==> images/density.png <==
Scale: 3 px per um. 10 x 10 tiles, from dark purple (low) to yellow (high), 0 to 100% covered.
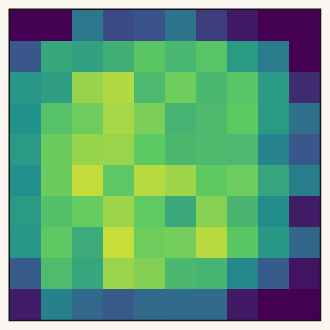
==> images/port_nets.png <==
Scale: 4 px per um.
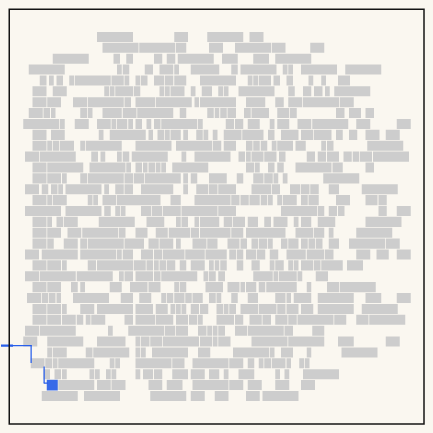
==> images/gate_families.png <==
Scale: 4 px per um.
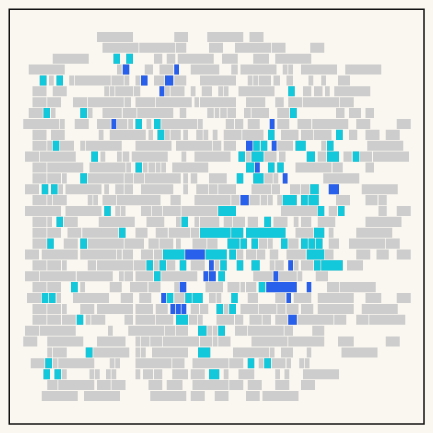
## src/rtl/binary_multiplier_pkg.sv

```systemverilog
// Shared control definitions for the multiplier and divider datapaths, so one
// sequencer can decode either block's state.
package binary_multiplier_pkg;

  typedef enum logic [1:0] {
    IDLE = 2'd0,
    BUSY = 2'd1,
    DONE = 2'd2
  } mul_state_t;

  // Divider encoding matches the multiplier so a sequencer can treat both alike.
  localparam logic [1:0] DIV_IDLE = 2'd0;
  localparam logic [1:0] DIV_BUSY = 2'd1;
  localparam logic [1:0] DIV_DONE = 2'd2;

  localparam int MUL_WIDTH_A = 16;
  localparam int MUL_WIDTH_B = 8;

endpackage

```

## src/rtl/binary_multiplier.sv

```systemverilog
// Sequential shift-add multiplier: one multiplier bit per clock, fixed latency
// of WIDTH_B cycles, with a level-held enable / ready handshake.
module binary_multiplier
  import binary_multiplier_pkg::*;
#(
  parameter int WIDTH_A = MUL_WIDTH_A,
  parameter int WIDTH_B = MUL_WIDTH_B
) (
  input  logic                       clk,
  input  logic                       reset,
  input  logic                       enable,
  input  logic [WIDTH_A-1:0]         g_multiplicand_Q,
  input  logic [WIDTH_B-1:0]         g_multiplier_Q,
  output logic [WIDTH_A+WIDTH_B-1:0] product,
  output logic                       ready
);

  localparam int PW    = WIDTH_A + WIDTH_B;
  localparam int CNT_W = $clog2(WIDTH_B) + 1;
  localparam logic [CNT_W-1:0] LAST = CNT_W'(WIDTH_B - 1);

  mul_state_t         state, state_next;
  logic [PW-1:0]      a_reg, acc, acc_next;
  logic [WIDTH_B-1:0] b_reg;
  logic [CNT_W-1:0]   cnt;
  logic               load, step, finish;

  assign acc_next = acc + (b_reg[0] ? a_reg : '0);

  always_ff @(posedge clk or posedge reset) begin
    if (reset) state <= IDLE;
    else       state <= state_next;
  end

  always_comb begin
    state_next = state;
    load       = 1'b0;
    step       = 1'b0;
    finish     = 1'b0;
    case (state)
      IDLE: begin
        if (enable) begin
          load       = 1'b1;
          state_next = BUSY;
        end
      end
      BUSY: begin
        if (!enable) begin
          state_next = IDLE;
        end else begin
          step = 1'b1;
          if (cnt == LAST) begin
            finish     = 1'b1;
            state_next = DONE;
          end
        end
      end
      DONE: begin
        if (!enable) state_next = IDLE;
      end
      default: state_next = IDLE;
    endcase
  end

  // Datapath: operands latched on load, then one conditional add and shift per step.
  always_ff @(posedge clk or posedge reset) begin
    if (reset) begin
      a_reg   <= '0;
      b_reg   <= '0;
      acc     <= '0;
      cnt     <= '0;
      product <= '0;
      ready   <= 1'b0;
    end else begin
      if (load) begin
        a_reg <= PW'(g_multiplicand_Q);
        b_reg <= g_multiplier_Q;
        acc   <= '0;
        cnt   <= '0;
      end else if (step) begin
        acc   <= acc_next;
        a_reg <= a_reg << 1;
        b_reg <= b_reg >> 1;
        cnt   <= cnt + 1'b1;
      end
      if (finish) product <= acc_next;
      ready <= (state_next == DONE);
    end
  end

endmodule

```

## config.mk

```make
export PLATFORM = sky130hd
export DESIGN_NAME = binary_multiplier
export DESIGN_NICKNAME = d
export VERILOG_FILES = /design/src/rtl/binary_multiplier_pkg.sv /design/src/rtl/binary_multiplier.sv
export SDC_FILE = /design/constraint.sdc
export NUM_CORES = 1
export LEC_CHECK = 0
export ABC_CLOCK_PERIOD_IN_PS = 3050
export CORE_MARGIN = 3
export CORE_UTILIZATION = 52
export CTS_CLUSTER_SIZE = 8
export DETAILED_ROUTE_END_ITERATION = 8
export PLACE_DENSITY = 0.77
export SETUP_SLACK_MARGIN = 0.15
export SLEW_MARGIN = 20
export SYNTH_ARGS = -nofsm -noshare
export SYNTH_HDL_FRONTEND = slang
export SYNTH_SLANG_ARGS = --single-unit
```

## constraint.sdc

```tcl
create_clock -name clk -period 3.05 [get_ports clk]
set_input_delay 0.7625 -clock clk [delete_from_list [all_inputs] [get_ports clk]]
set_output_delay 0.7625 -clock clk [all_outputs]
set_load 0.05 [all_outputs]
```

==> deck_impl_summary.md <==
Implementation Results

Placement
  – GPL Wtd Cong: ~0.89
  – Placed wire-length estimate: between 8000 and 9000 um
  – Port bufs: around 50
  – Cell count after placement: between 600 and 700
  – Place WS: ~45 ps

Logic synthesis
  – Total number of yosys warnings: 0
  – Seq cells post-synth: about 87
  – Top FF cell, synth: dfrtp_1
  – Post-synth EDFFs: 0
  – Syn_area_per_cell: about 9.4 sq um
  – Synth top area share: 0.442
  – Seq/Total Area, Yosys: 0.442
  – Mapped Cells: roughly 520
  – Syn_nets: ~570
  – Top post-synthesis cells by count: nand2_1 (99), dfrtp_1 (87), o21ai_0 (47)
  – Main area contributors: dfrtp_1 (44%), nand2_1 (7.5%), ha_1 (6.1%)
  – Cell Type Count: approximately 50
  – Top-count cell post-synth: nand2_1
  – Post-Syn Area: 4920 sq um
  – Area leader, netlist: dfrtp_1
  – Yosys cell count: approximately 520

Final timing
  – Hold Fails Final Rpt: 0
  – Fmax: between 0.3 and 0.4 GHz
  – Clock Skews: about 13 ps
  – Unrepaired setup endpoints after global routing: true
  – Worst-Margin Slew: ~540 ps
  – Fin. max-slew vios: 0
  – Setup TNS Final: 0 ps
  – Worst slew margin: 0.639
  – Final Cycle Share: 0.929
  – Final setup margin: 215 ps

Clock network
  – TritonCTS clock tree: done
  – Insertion Delay late pin: between 300 and 400 ps
  – Root buffer cell: clkbuf_8
  – Clock tree buffer depth: 2
  – Hold Buf Count CTS: 0

Cells and area
  – Layout cells sized above 1: 0.110
  – Final std cells w/o fill: slightly above 700
  – FILL cells: 732

GRT
  – Largest net degree at the start of global routing: just under 90
  – Grt ovf: 0
  – Met3 usage in global routing: 0.0449
  – M2 GR Usage: 0.371
  – Vias in the first global route: between 3000 and 4000
  – Initial antenna violation count: 0
  – GRT Total Usage: 0.230
  – Global-route wire length before repair: 19300 um

Critical path
  – CP startpoint kind: flip-flop
  – Critical path's slowest cell: a311o_1
  – CP max stage delay: 430 ps
  – Critical path type: reg -> reg
  – Cell breakdown of the critical path: and2_1 > ha_2 > fa_2 > a21o_1 > a311o_1 > buf_4 > a211oi_2 > o21ai_1 > xor2_1 > mux2_2
  – CP endpoint kind: flip-flop
  – Crit path max fanout: 5
  – Arrival @ worst endpoint: a little over 3000 ps

Floorplan
  – FP Rows: 34
  – Die y size: between 100 and 150 um
  – Core ar.: roughly 9000 sq um
  – Ports: between 50 and 60
  – Die W: 103 um
  – Die footprint: 10700 sq um

Run
  – Max cap viols: 0
  – OpenROAD warning count: 27

Worst hold path
  – Min-delay worst type: reg -> reg

Power
  – Combinational power share: 0.216
  – Switch share: 0.313
  – Reg power frac: 0.485
  – Peak supply drop: about 0.00028 V
  – Psw: around 860 uW
  – Leak: approximately 2.8 nW
  – Power density over cell area: between 400 and 500 nW/um^2
  – Internal power consumption: around 1.9 mW
  – Clock power frac: 0.299

Drt
  – Detail Route Antenna Nets: 0
  – Iter 0 DRT Violations: between 200 and 250
  – Drt pass-1 iters: 4
  – WL/cell: roughly 16 um
  – Final wirelength: 11600 um
  – # DRC: 0

Status
  – Status: finished clean
Back to the opening pictures, density.png:
nearly empty tiles: 7.0%
mean over tiles: 54%
fullest tile: 91%
tiles over 75% full: 26%

Back to the opening pictures, port_nets.png:
[reset] blue | bits: 1 | direction: input | end cells: 1 | buffers: 1 | wire: 14.1 um

Back to the opening pictures, gate_families.png:
[NOR gates] blue | cells: 28
[inverting AOI/OAI gates] cyan | cells: 94

[per-layer routing]
| metal | wire (um) | vias up | part of all wire |
|---|---|---|---|
| met5 | 0 | - | 0 |
| met4 | 158 | 0 | 0.014 |
| met3 | 588 | 18 | 0.050 |
| met2 | 5470 | 101 | 0.47 |
| met1 | 5440 | 1984 | 0.47 |
| li1 | - | 1958 | - |
[kinds of logic (layout without fill, tap and decap cells)]
kind of cell	count (synthesis)	after routing	share of synthesized area
mux	33	33	0.0691
compound gates	130	130	0.178
xor+xnor	18	18	0.0320
flops	87	87	0.442
simple gates	195	195	0.187
buf+inv	34	92	0.0267
fa+ha+maj	25	25	0.0651
[layout by cell type (no fill, tap or decap), types with 3 or more instances in the layout]
cell and n:
nand2_1 99, dfrtp_1 87, clkdlybuf4s50_1 51, o21ai_0 46, and2_1 32, mux2i_1 25, a21oi_1 22, ha_1 21
nor2_1 17, nand3_1 16, buf_4 16, a22o_1 14, xnor2_1 11, a21o_1 9, clkbuf_8 9, mux2_2 8
xor2_1 7, or3_1 7, inv_1 6, a32o_1 6, nand4_1 5, nor3_1 5, a31oi_1 4, nor2b_1 3
o31ai_1 3, a31o_2 3
[layout make-up]
cell class,count,area (sq um),share of cell area
Clock buffer,10,128,0.0215
Clock inverter,6,68.8,0.0116
Inverter,7,30.0,0.00507
Multi-Input combinational cell,401,2700,0.455
Sequential cell,87,2180,0.367
Tap cell,126,158,0.0266
Timing Repair Buffer,69,671,0.113
[worst max-delay path, delay by kind of cell (launching register included)]
family,cells,cell delay (ps)
flops,1,420
xor+xnor,1,190
fa+ha+maj,2,550
buf+inv,1,170
compound gates,4,940
simple gates,1,170
mux,1,290
[final timing paths]
kind / from / cells past startpoint / slack [ps] / endpoint
worst max-delay path: b_reg[0]$_DFFE_PP0P_ / 10 / 220 / product[16]$_DFFE_PP0P_
worst min register to register: product[3]$_DFFE_PP0P_ / 2 / 480 / product[3]$_DFFE_PP0P_
max in group asynchronous: reset / 3 / 1770 / acc[10]$_DFFE_PP0P_
worst max register to register: b_reg[0]$_DFFE_PP0P_ / 10 / 220 / product[16]$_DFFE_PP0P_
min in group asynchronous: reset / 2 / 660 / product[3]$_DFFE_PP0P_
worst min-delay path: product[3]$_DFFE_PP0P_ / 2 / 480 / product[3]$_DFFE_PP0P_
[what timing repair did]
item | in CTS | in global routing
endpoints found under the setup margin | 7 | 14
buffers inserted | 2 | 2
pin swaps | 2 | 4
resized | 4 | 12
[power by group through the flow]
stage	combinational (mW)	clock, mW	sequential, mW
6_report	0.593	0.819	1.33
4_1_cts	0.580	0.829	1.33
3_5_place_dp	0.570	0	1.35
3_3_place_gp	0.553	0	1.35
5_1_grt	0.653	0.882	1.34
2_1_floorplan	0.361	0	1.37
[metrics by stage]
| step | hold WS (ps) | utilization | total power, mW | cell area [sq um] |
|---|---|---|---|---|
| 6_report | 481 | 0.660 | 2.74 | 5930 |
| 3_5_place_dp | 463 | 0.626 | 1.92 | 5620 |
| 3_3_place_gp | 456 | 0.626 | 1.90 | 5620 |
| 2_1_floorplan | 439 | - | 1.73 | 4930 |
| 5_1_grt | 514 | 0.660 | 2.88 | 5930 |
| 4_1_cts | 486 | 0.652 | 2.74 | 5850 |
Power figures rest on the tool's default switching activity, not on a simulated workload.
